$ cat config.mk
export PLATFORM = sky130hd
export DESIGN_NAME = irq_collector
export DESIGN_NICKNAME = d
export VERILOG_FILES = /design/src/rtl/irq_pkg.sv /design/src/rtl/irq_prio_enc.sv /design/src/rtl/irq_collector.sv
export SDC_FILE = /design/constraint.sdc
export NUM_CORES = 1
export LEC_CHECK = 0
export CAP_MARGIN = 20
export CORE_ASPECT_RATIO = 0.75
export CORE_MARGIN = 8
export CORE_UTILIZATION = 35
export DETAILED_ROUTE_END_ITERATION = 10
export PLACE_DENSITY = 0.84
export SETUP_SLACK_MARGIN = 0.1
export SYNTH_ARGS = -nofsm -noshare
export SYNTH_HDL_FRONTEND = slang
export SYNTH_SLANG_ARGS = --single-unit
export TNS_END_PERCENT = 5
$ cat constraint.sdc
create_clock -name clk -period 1.2 [get_ports clk]
set_clock_uncertainty 0.1 [all_clocks]
set_input_delay 0.12 -clock clk [delete_from_list [all_inputs] [get_ports clk]]
set_output_delay 0.12 -clock clk [all_outputs]
set_load 0.01 [all_outputs]
$ cat src/rtl/irq_pkg.sv
// Shared constants and types for the interrupt collector.
// Latency: n/a (declarations only).
// Backpressure: n/a.
package irq_pkg;

  localparam int IRQ_NUM_SRC = 4;

  typedef enum logic {
    IRQ_IDLE    = 1'b0,
    IRQ_PRESENT = 1'b1
  } irq_state_t;

endpackage : irq_pkg

$ cat src/rtl/irq_prio_enc.sv
// Lowest-index-first priority encoder: req -> {any_vld, idx_dat}.
// Latency: purely combinational.
// Backpressure: none.
// Ports: req (NUM_SRC request vector), any_vld (some bit set),
//        idx_dat (index of lowest set bit, 0 when none).
module irq_prio_enc #(
  parameter int NUM_SRC = 4,
  parameter int ID_W    = (NUM_SRC > 1) ? $clog2(NUM_SRC) : 1
) (
  input  logic [NUM_SRC-1:0] req,
  output logic               any_vld,
  output logic [ID_W-1:0]    idx_dat
);

  // Scan from the top down so the lowest set index is the last one written.
  always_comb begin
    any_vld = 1'b0;
    idx_dat = '0;
    for (int i = NUM_SRC - 1; i >= 0; i--) begin
      if (req[i]) begin
        any_vld = 1'b1;
        idx_dat = ID_W'(i);
      end
    end
  end

endmodule : irq_prio_enc

$ cat src/rtl/irq_collector.sv
// Collects interrupt pulses into pending bits, masks them and presents the
// lowest-index unmasked source; irq_in -> pending 1 cycle -> irq_valid 1 more.
// Backpressure: a presented id is held until irq_ack; new events keep latching.
// Ports: clk/rst (sync, active-high); irq_in events; mask_we/mask_wdata mask
//        write; ovf_clr W1C overflow; irq_ack accept; irq_valid/irq_id
//        presentation; irq_line registered level; pending/mask/overflow state.
module irq_collector
  import irq_pkg::*;
#(
  parameter int NUM_SRC = IRQ_NUM_SRC,
  parameter int ID_W    = (NUM_SRC > 1) ? $clog2(NUM_SRC) : 1
) (
  input  logic               clk,
  input  logic               rst,
  input  logic [NUM_SRC-1:0] irq_in,
  input  logic               mask_we,
  input  logic [NUM_SRC-1:0] mask_wdata,
  input  logic [NUM_SRC-1:0] ovf_clr,
  input  logic               irq_ack,
  output logic               irq_valid,
  output logic [ID_W-1:0]    irq_id,
  output logic               irq_line,
  output logic [NUM_SRC-1:0] pending,
  output logic [NUM_SRC-1:0] mask,
  output logic [NUM_SRC-1:0] overflow
);

  irq_state_t         state_q, state_d;
  logic [NUM_SRC-1:0] pending_q, pending_d;
  logic [NUM_SRC-1:0] mask_q, mask_d;
  logic [NUM_SRC-1:0] overflow_q, overflow_d;
  logic [ID_W-1:0]    id_q, id_d;
  logic               line_q, line_d;

  logic [NUM_SRC-1:0] active;
  logic               any_vld;
  logic [ID_W-1:0]    enc_idx;
  logic               ack_fire;
  logic               capture;
  logic [NUM_SRC-1:0] ack_clr;

  assign active = pending_q & ~mask_q;

  irq_prio_enc #(
    .NUM_SRC (NUM_SRC),
    .ID_W    (ID_W)
  ) u_prio_enc (
    .req     (active),
    .any_vld (any_vld),
    .idx_dat (enc_idx)
  );

  // FSM: state register
  always_ff @(posedge clk) begin
    if (rst) begin
      state_q <= IRQ_IDLE;
    end else begin
      state_q <= state_d;
    end
  end

  // FSM: next state. Masking never retracts a presentation; only ack does.
  always_comb begin
    state_d = state_q;
    case (state_q)
      IRQ_IDLE:    if (any_vld) state_d = IRQ_PRESENT;
      IRQ_PRESENT: if (irq_ack) state_d = IRQ_IDLE;
      default:     state_d = IRQ_IDLE;
    endcase
  end

  // FSM: outputs / strobes
  always_comb begin
    irq_valid = (state_q == IRQ_PRESENT);
    ack_fire  = (state_q == IRQ_PRESENT) && irq_ack;
    capture   = (state_q == IRQ_IDLE) && any_vld;
  end

  // Datapath next-state
  always_comb begin
    ack_clr = '0;
    for (int i = 0; i < NUM_SRC; i++) begin
      ack_clr[i] = ack_fire && (id_q == ID_W'(i));
    end
    // A new event on the source being acked re-arms it: set wins over clear.
    pending_d  = (pending_q & ~ack_clr) | irq_in;
    // Overflow only when the event lands on a bit that stays pending anyway;
    // a fresh overflow beats a simultaneous write-1-to-clear.
    overflow_d = (overflow_q & ~ovf_clr) | (irq_in & pending_q & ~ack_clr);
    mask_d     = mask_we ? mask_wdata : mask_q;
    id_d       = capture ? enc_idx : id_q;
    line_d     = |active;
  end

  always_ff @(posedge clk) begin
    if (rst) begin
      pending_q  <= '0;
      mask_q     <= '1;
      overflow_q <= '0;
      id_q       <= '0;
      line_q     <= 1'b0;
    end else begin
      pending_q  <= pending_d;
      mask_q     <= mask_d;
      overflow_q <= overflow_d;
      id_q       <= id_d;
      line_q     <= line_d;
    end
  end

  assign irq_id   = id_q;
  assign irq_line = line_q;
  assign pending  = pending_q;
  assign mask     = mask_q;
  assign overflow = overflow_q;

endmodule : irq_collector

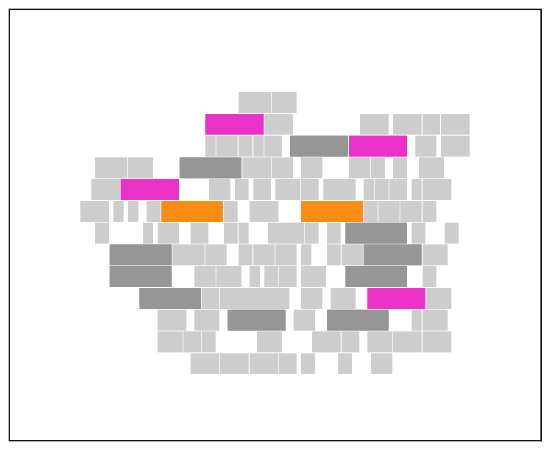
Fig. 1. Where the registers sit (run 1).
Scale: 8 px per um.
legend:
  overflow:
    colour: magenta
    flops: 4
  irq_id:
    colour: orange
    flops: 2
not coloured: 10

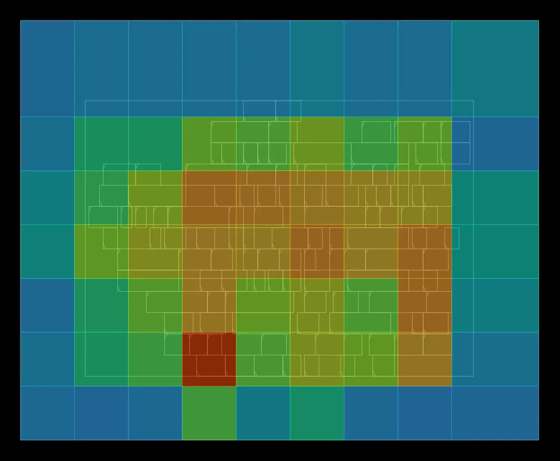
Fig. 2. Congestion heat map (run 1).
GRT Total Usage: 0.108
busiest layer in global routing: met2
utilization of the core after routing: 0.615
global routing usage on met2: 0.186
GR Layer Usage met1: 0.113

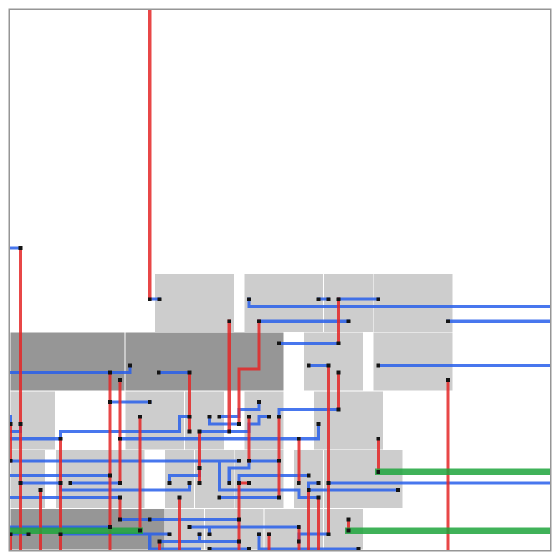
Fig. 3. Zoomed window (run 1).
Region (37, 28) to (62, 53) um. Cells in grey, sequential cells in the stronger grey; small squares are vias.
legend:
  metal 2:
    colour: red
  metal 1:
    colour: blue
  metal 3:
    colour: green
sequential cells in the window: 3
cells with their middle in the window: 25
most frequent: clkdlybuf4s50_1 (4), a21oi_1 (3), buf_4 (3)

run 1: power by group through the flow:
stage                     clock (mW)  sequential, mW  combinational [mW]
after CTS                      0.279           0.594               0.278
after global routing           0.306           0.599               0.302
after global placement             0           0.602               0.288
final                          0.270           0.594               0.275
after floorplan                    0           0.621              0.0914
after detailed placement           0           0.603               0.296
run 1: through the flow:
| step | instances | setup WS (ps) | hold WS, ps | power [mW] | setup TNS, ps |
|---|---|---|---|---|---|
| 2_1_floorplan | 71 | -138 | 115 | 0.712 | -441 |
| 3_3_place_gp | 133 | -165 | 355 | 0.890 | -1360 |
| 3_5_place_dp | 133 | -187 | 377 | 0.899 | -1900 |
| 4_1_cts | 136 | -106 | 320 | 1.15 | -288 |
| 5_1_grt | 136 | -225 | 319 | 1.21 | -649 |
| 6_report | 136 | -131 | 313 | 1.14 | -344 |
run 1: what timing repair did:
item,in CTS,in global routing
gates resized,56,4
hold endpoints to repair,0,0
pin swaps,4,2
endpoints found under the setup margin,26,25
hold buffers,0,0
setup buffers,0,0
run 1: kinds of logic after synthesis:
logic type | count (synthesis) | share of synthesized area
buffers and inverters | 5 | 0.0301
AND-OR/OR-AND | 18 | 0.183
flip-flops | 16 | 0.482
AND/OR/NAND/NOR | 32 | 0.305
run 1: flip-flops by register name, summed over array words and instances, names as in the netlist:
name and cells:
overflow 4, pending 4, irq_valid 1, irq_line 1, mask 4, irq_id 2
run 1: layout by cell type (no fill, tap or decap), types with 4 or more instances in the layout:
cell type and n:
dfxtp_2 9, a211o_1 4, nor2b_1 5, a21oi_1 8, dfxtp_1 7, buf_4 11
buf_2 8, clkdlybuf4s50_1 15, nor2_1 8
run 1: per-layer routing:
| layer | track usage | share of wire | vias to the layer above |
|---|---|---|---|
| met5 | 0 | 0 | - |
| met4 | 0.0106 | 0 | 0 |
| met3 | 0.0704 | 0.10 | 0 |
| met2 | 0.186 | 0.47 | 21 |
| met1 | 0.113 | 0.43 | 302 |
| li1 | - | - | 338 |
run 1: how the worst max path moves through the flow:
stage | slack [ps] | start | to
detailed placement | -190 | irq_ack | pending[0]$_SDFF_PP0_
floorplan | -140 | mask[0]$_SDFFE_PP1P_ | irq_valid$_SDFF_PP0_
CTS | -110 | mask[3]$_SDFFE_PP1P_ | irq_id[0]$_SDFFE_PP0P_
global route | -230 | mask[3]$_SDFFE_PP1P_ | irq_valid$_SDFF_PP0_
finish | -130 | mask[3]$_SDFFE_PP1P_ | irq_valid$_SDFF_PP0_
global placement | -160 | irq_ack | pending[0]$_SDFF_PP0_
run 1: final cells by class:
type,instances,area share
Multi-Input combinational cell,50,0.303
Clock buffer,3,0.0208
Tap cell,22,0.0255
Timing Repair Buffer,43,0.337
Inverter,2,0.00694
Sequential cell,16,0.307
run 1: synth_stat cells, drive strengths merged (3+ instances only):
cell / instances / area, sq um
nand3: 3 / 15.0
a21oi: 8 / 40.0
nor2b: 6 / 37.5
nor2: 8 / 30.0
and2b: 3 / 25.0
nand2b: 3 / 18.8
a211o: 4 / 35.0
dfxtp: 16 / 320
run 1: tightest hold or removal path, delay by kind of cell:
kind | cells | cell delay [ps]
buffers and inverters | 2 | 470
AOI/OAI and AO/OA | 1 | 60
==> results.sh, run 1 <==
# source this file to load flow results
export IMPL_max_cap_viol_count=0
export IMPL_cts_htree_levels=1
export IMPL_cp_data_arrival_time_ps=1410
export IMPL_crit_family="simple AND/OR/NAND/NOR gates"
export IMPL_startpoint_of_the_worst_slack_reg_to_reg_timing_path="mask[3]$_SDFFE_PP1P_"
export IMPL_required_time_of_the_critical_path_ps=1280
export IMPL_grt_max_degree=13
export IMPL_power_density_cell_area_nw_per_um2=1050
export IMPL_worst_pin_slew_ps=267
export IMPL_rsz0062_at_grt="true"
export IMPL_dp_hpwl_um=1500
export IMPL_reg2reg_setup_slack_ps=-130
export IMPL_prevailing_post_synth_register_cell="dfxtp_1"
export IMPL_timing_critical_path_depth=4
export IMPL_cts_buffer_depth=2
export IMPL_portion_of_total_power_attributed_to_sequential_cells=0.522
export IMPL_stdcell_area_sq_um=1080
export IMPL_timing_slew_headroom=0.822
export IMPL_number_of_port_buffers=31
export IMPL_routed_via_count=661
export IMPL_post_drt_wl_per_cell_um=13.4
export IMPL_clock_edge_transition_at_the_registers_on_the_reported_setup_and_hold_paths_ps=80
export IMPL_comb_power_share=0.241
export IMPL_yosys_stat_seqShare=0.482
export IMPL_rows=13
export IMPL_hold_path_end="pending[1]$_SDFF_PP0_"
export IMPL_violations="setup timing"
export IMPL_yosys_warnings=0
export IMPL_die_area_sq_um=3560
export IMPL_period_used=1.11
export IMPL_worst_ir_drop_vdd_v=0.000688
export IMPL_floorplan_nets=87
export IMPL_drt_first_iter_violations=18
export IMPL_yosys_stat_chipArea_sq_um=664
export IMPL_worst_path_cell_chain="and2b_2 > nor4b_4 > nor2b_2 > a211oi_1"
export IMPL_gr_total_overflow=0
export IMPL_dp_area_sq_um=1080
export IMPL_insertedDiodeCount=0
export IMPL_final_setup_viol_count=3
export IMPL_fp_util=0.378
export IMPL_ys_types=25
export IMPL_cts_root_buffer="clkbuf_4"
export IMPL_postSynth_asyncResetShare=0
export IMPL_warnings=29
export IMPL_drc=0
export IMPL_drtPass1Iterations=3
export IMPL_sw_frac_of_total=0.254
export IMPL_ys_seq_elements=16
export IMPL_pin_count=32
export IMPL_worst_path_max_delay_cell="dfxtp_2"
export IMPL_power_clock_fraction=0.237
export IMPL_grt_pass1_wl_um=2940
export IMPL_r2r_end="irq_valid$_SDFF_PP0_"
export IMPL_slew_violations=0
export IMPL_worst_case_setup_margin_in_the_final_layout_ps=-131
export IMPL_hold_viol_final=0
export IMPL_clock_latency_ps=280
export IMPL_die_height_um=53.7
export IMPL_syn_instance_count=71
export IMPL_fmax_mhz=752
export IMPL_total_wire_length_um=1820
export IMPL_die_width_um=66.3
export IMPL_cp_end_kind="register"
export IMPL_hold_wc_path_type="in -> reg"
export IMPL_multi_input_comb_area_sq_um=328
export IMPL_whs_path_depth=3
export IMPL_hold_start="irq_in[1]"
export IMPL_vias_per_cell=4.86
export IMPL_timing_critical_path_fanout_max=3
export IMPL_detail_route_antenna_nets=0
export IMPL_finalNetCount=132
export IMPL_cts_buffers=3
export IMPL_fill_cells=155
export IMPL_critical_path_max_stage_delay_ps=330
export IMPL_placeableCoreArea_sq_um=1760
export IMPL_syn_area_sq_um=664
export IMPL_antenna_violations_before_repair=0
export IMPL_cts_tree="built"
export IMPL_internal_power_mw=0.850
export IMPL_cts_sinks=16
export IMPL_footprint_of_the_flip_flops_and_latches_sq_um=332
export IMPL_outcome="finished, violations left"
export IMPL_finalWeightedCongestion=0.815
## Run 2: what changed since run 1
Settings changed: CAP_MARGIN 20 to 10.
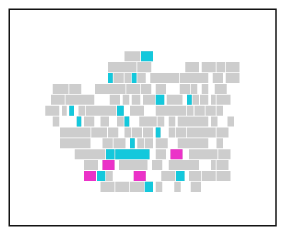
Fig. 4. Selected gate families (run 2).
Scale: 4 px per um.
legend:
  non-inverting ao/oa cells:
    colour: magenta
    cells: 4
    where: south
  nor cells:
    colour: cyan
    cells: 16
share of cell area taken by multi-input logic gates: 0.303
most used logic cell in the final layout: clkdlybuf4s50_1
final instance count without filler cells: 136

==> results.sh, run 2 <==
# source this file to load flow results
export IMPL_outcome="finished, violations left"
export IMPL_violations="setup timing"
export IMPL_worst_path_max_delay_cell="dfxtp_2"
export IMPL_final_setup_viol_count=3
export IMPL_prevailing_post_synth_register_cell="dfxtp_1"
export IMPL_cts_root_buffer="clkbuf_4"
export IMPL_grt_pass1_wl_um=2940
export IMPL_multi_input_comb_area_sq_um=328
export IMPL_hold_start="irq_in[1]"
export IMPL_crit_family="simple AND/OR/NAND/NOR gates"
export IMPL_required_time_of_the_critical_path_ps=1280
export IMPL_rsz0062_at_grt="true"
export IMPL_r2r_end="irq_valid$_SDFF_PP0_"
export IMPL_setup_total_negative_slack_ps=-344
export IMPL_footprint_of_the_flip_flops_and_latches_sq_um=332
export IMPL_yosys_warnings=0
export IMPL_fp_util=0.378
export IMPL_ys_types=25
export IMPL_fin_util=0.615
export IMPL_hold_wc_path_type="in -> reg"
export IMPL_post_synth_top_area_fraction=0.482
export IMPL_grt_max_degree=13
export IMPL_hold_path_end="pending[1]$_SDFF_PP0_"
export IMPL_slew_violations=0
export IMPL_dp_hpwl_um=1500
export IMPL_top_area_cell="dfxtp_1"
export IMPL_period_used=1.11
export IMPL_whs_path_depth=3
export IMPL_dp_area_sq_um=1080
export IMPL_cts_sinks=16
export IMPL_placeableCoreArea_sq_um=1760
export IMPL_die_area_sq_um=3560
export IMPL_routed_via_count=661
export IMPL_drt_first_iter_violations=18
export IMPL_finalWeightedCongestion=0.815
export IMPL_number_of_port_buffers=31
export IMPL_top_cells_by_count="dfxtp_1 (16), a21oi_1 (8), nor2_1 (8), nor2b_1 (6), a211o_1 (4)"
export IMPL_floorplan_nets=87
export IMPL_cp_end_kind="register"
export IMPL_startpoint_of_the_worst_slack_reg_to_reg_timing_path="mask[3]$_SDFFE_PP1P_"
export IMPL_worst_case_setup_margin_in_the_final_layout_ps=-131
export IMPL_worst_pin_slew_ps=267
export IMPL_cts_buffers=3
export IMPL_post_drt_wl_per_cell_um=13.4
export IMPL_clock_latency_ps=280
export IMPL_hold_viol_final=0
export IMPL_clock_edge_transition_at_the_registers_on_the_reported_setup_and_hold_paths_ps=80
export IMPL_insertedDiodeCount=0
export IMPL_finalNetCount=132
export IMPL_worst_path_cell_chain="and2b_2 > nor4b_4 > nor2b_2 > a211oi_1"
export IMPL_drc=0
export IMPL_warnings=29
export IMPL_postSynth_asyncResetShare=0
export IMPL_drtPass1Iterations=3
export IMPL_synth_top_cells_by_area="dfxtp_1 (48%), a21oi_1 (6.0%), nor2b_1 (5.6%)"
export IMPL_cp_data_arrival_time_ps=1410
export IMPL_mostFrequentLayoutCells="clkdlybuf4s50_1 (15), buf_4 (11), dfxtp_2 (9)"
export IMPL_pin_count=32
export IMPL_cts_tree="built"
export IMPL_rows=13
export IMPL_syn_area_sq_um=664
export IMPL_cts_buffer_depth=2
export IMPL_fmax_mhz=752
export IMPL_dp_cells=133
export IMPL_die_height_um=53.7
## run 2: cells by family after synthesis
group,count (synthesis),share of synthesized area
compound gates,18,0.183
flops,16,0.482
buf+inv,5,0.0301
simple gates,32,0.305
## run 2: worst max path at each step
stage / slack (ps) / start / end
3_3_place_gp: -160 / irq_ack / pending[0]$_SDFF_PP0_
3_5_place_dp: -190 / irq_ack / pending[0]$_SDFF_PP0_
5_1_grt: -230 / mask[3]$_SDFFE_PP1P_ / irq_valid$_SDFF_PP0_
6_report: -130 / mask[3]$_SDFFE_PP1P_ / irq_valid$_SDFF_PP0_
4_1_cts: -110 / mask[3]$_SDFFE_PP1P_ / irq_id[0]$_SDFFE_PP0P_
2_1_floorplan: -140 / mask[0]$_SDFFE_PP1P_ / irq_valid$_SDFF_PP0_
## run 2: final cells by class
type,instances,area share
clock buffer,3,0.0208
inverter,2,0.00694
multi-input combinational,50,0.303
sequential,16,0.307
tap,22,0.0255
timing repair buffer,43,0.337
## run 2: timing repair
item                                    CTS  global route
resized                                  56             4
hold endpoints to repair                  0             0
endpoints found under the setup margin   26            25
setup buffers                             0             0
pin swaps                                 4             2
## run 2: stage by stage
step                setup WS [ps]  hold slack, ps
CTS                          -106             320
global route                 -225             319
finish                       -131             313
global placement             -165             355
floorplan                    -138             115
detailed placement           -187             377
## run 2: worst register-to-register path, stage by stage, from the launching register on
cell	delay (ps)
dfxtp_2	330
and2b_2	230
nor4b_4	320
nor2b_2	190
a211oi_1	50
## run 2: power breakdown
| part | switching, mW | internal, mW | leakage, nW |
|---|---|---|---|
| logic | 0.113 | 0.162 | 0.324 |
| clock network | 0.153 | 0.117 | 0.0138 |
| registers | 0.0225 | 0.572 | 0.133 |
## run 2: metal layers
metal  global-route usage  vias up  part of all wire
li1                     -      338                 -
met2                0.186       21              0.47
met3               0.0704        0              0.10
met5                    0        -                 0
met4               0.0106        0                 0
met1                0.113      302              0.43
## Run 3: what changed since run 2
Settings changed: CTS_CLUSTER_SIZE from default to 20.
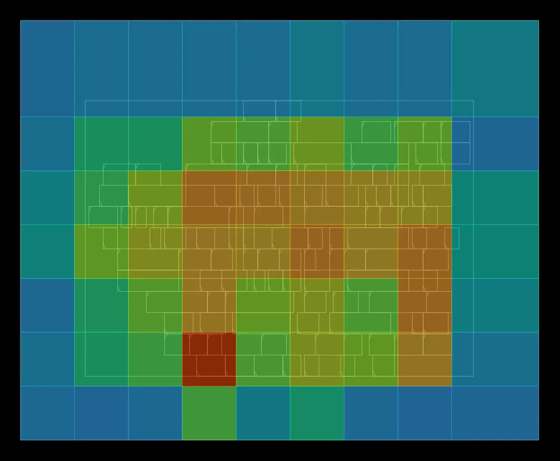
Fig. 5. Congestion heat map (run 3).
wire length per cell: 13.4 um
global-route met3 utilization: 0.0704

==> results.sh, run 3 <==
# source this file to load flow results
export IMPL_outcome="finished, violations left"
export IMPL_violations="setup timing"
export IMPL_cts_root_buffer="clkbuf_4"
export IMPL_worst_ir_drop_vdd_v=0.000688
export IMPL_footprint_of_the_flip_flops_and_latches_sq_um=332
export IMPL_design_power_total_mw=1.14
export IMPL_fmax_mhz=752
export IMPL_dp_area_sq_um=1080
export IMPL_cts_buffers=3
export IMPL_post_synth_top_area_fraction=0.482
export IMPL_total_wire_length_um=1820
export IMPL_top_cells_by_count="dfxtp_1 (16), a21oi_1 (8), nor2_1 (8), nor2b_1 (6), a211o_1 (4)"
export IMPL_slew_violations=0
export IMPL_postSynth_asyncResetShare=0
export IMPL_cp_end_kind="register"
export IMPL_final_setup_viol_count=3
export IMPL_timing_critical_path_fanout_max=3
export IMPL_setup_total_negative_slack_ps=-344
export IMPL_portion_of_total_power_attributed_to_sequential_cells=0.522
export IMPL_pin_count=32
export IMPL_power_switching_mw=0.289
export IMPL_gr_total_overflow=0
export IMPL_hold_viol_final=0
export IMPL_finalWeightedCongestion=0.815
export IMPL_warnings=29
export IMPL_fill_cells=155
export IMPL_cts_hold_fix_buffers=0
export IMPL_internal_power_mw=0.850
export IMPL_worst_hold_slack_ps=313
export IMPL_clock_edge_transition_at_the_registers_on_the_reported_setup_and_hold_paths_ps=80
export IMPL_route_top_layer_used="met3"
export IMPL_routed_wl_met3_um=186
export IMPL_mostFrequentLayoutCells="clkdlybuf4s50_1 (15), buf_4 (11), dfxtp_2 (9)"
export IMPL_worst_path_cell_chain="and2b_2 > nor4b_4 > nor2b_2 > a211oi_1"
export IMPL_comb_power_share=0.241
export IMPL_number_of_port_buffers=31
export IMPL_yosys_stat_seqShare=0.482
export IMPL_fp_util=0.378
export IMPL_cts_htree_levels=1
export IMPL_dp_hpwl_um=1500
export IMPL_worst_case_setup_margin_in_the_final_layout_ps=-131
run 3: cell counts in the layout (fill, tap and decap cells not counted):
No cell type changed its count.
run 3: area by class of cell:
type                            instances  share of cell area
Clock buffer                            3              0.0208
Inverter                                2             0.00694
Multi-Input combinational cell         50               0.303
Sequential cell                        16               0.307
Tap cell                               22              0.0255
Timing Repair Buffer                   43               0.337
run 3: metal layers:
layer	up-vias	GRT usage
met3	0	0.0704
met4	0	0.0106
met1	302	0.113
li1	338	-
met5	-	0
met2	21	0.186
run 3: what timing repair did:
item / in CTS / in global routing
endpoints found under the hold margin: 0 / 0
endpoints found under the setup margin: 26 / 25
pin swaps: 4 / 2
resized: 56 / 4
run 3: path summary, 6_finish.rpt:
kind / startpoint / to / cells after the start
setup / recovery: mask[3]$_SDFFE_PP1P_ / irq_valid$_SDFF_PP0_ / 4
setup reg to reg: mask[3]$_SDFFE_PP1P_ / irq_valid$_SDFF_PP0_ / 4
hold reg to reg: overflow[0]$_SDFF_PP0_ / overflow[0]$_SDFF_PP0_ / 2
hold / removal: irq_in[1] / pending[1]$_SDFF_PP0_ / 3
run 3: cell families after synthesis:
| logic type | count (synthesis) | share of synthesized area |
|---|---|---|
| buffers and inverters | 5 | 0.0301 |
| DFF | 16 | 0.482 |
| AOI/OAI and AO/OA | 18 | 0.183 |
| and+or+nand+nor | 32 | 0.305 |
run 3: power groups by stage:
stage | registers [mW] | logic (mW) | clock network [mW]
floorplan | 0.621 | 0.0914 | 0
global placement | 0.602 | 0.288 | 0
detailed placement | 0.603 | 0.296 | 0
CTS | 0.594 | 0.278 | 0.279
global route | 0.599 | 0.302 | 0.306
finish | 0.594 | 0.275 | 0.270
run 3: worst reg2reg max path, stage by stage (launching register included):
cell	delay [ps]
dfxtp_2	330
and2b_2	230
nor4b_4	320
nor2b_2	190
a211oi_1	50
Power is estimated from default activity; no workload was simulated.
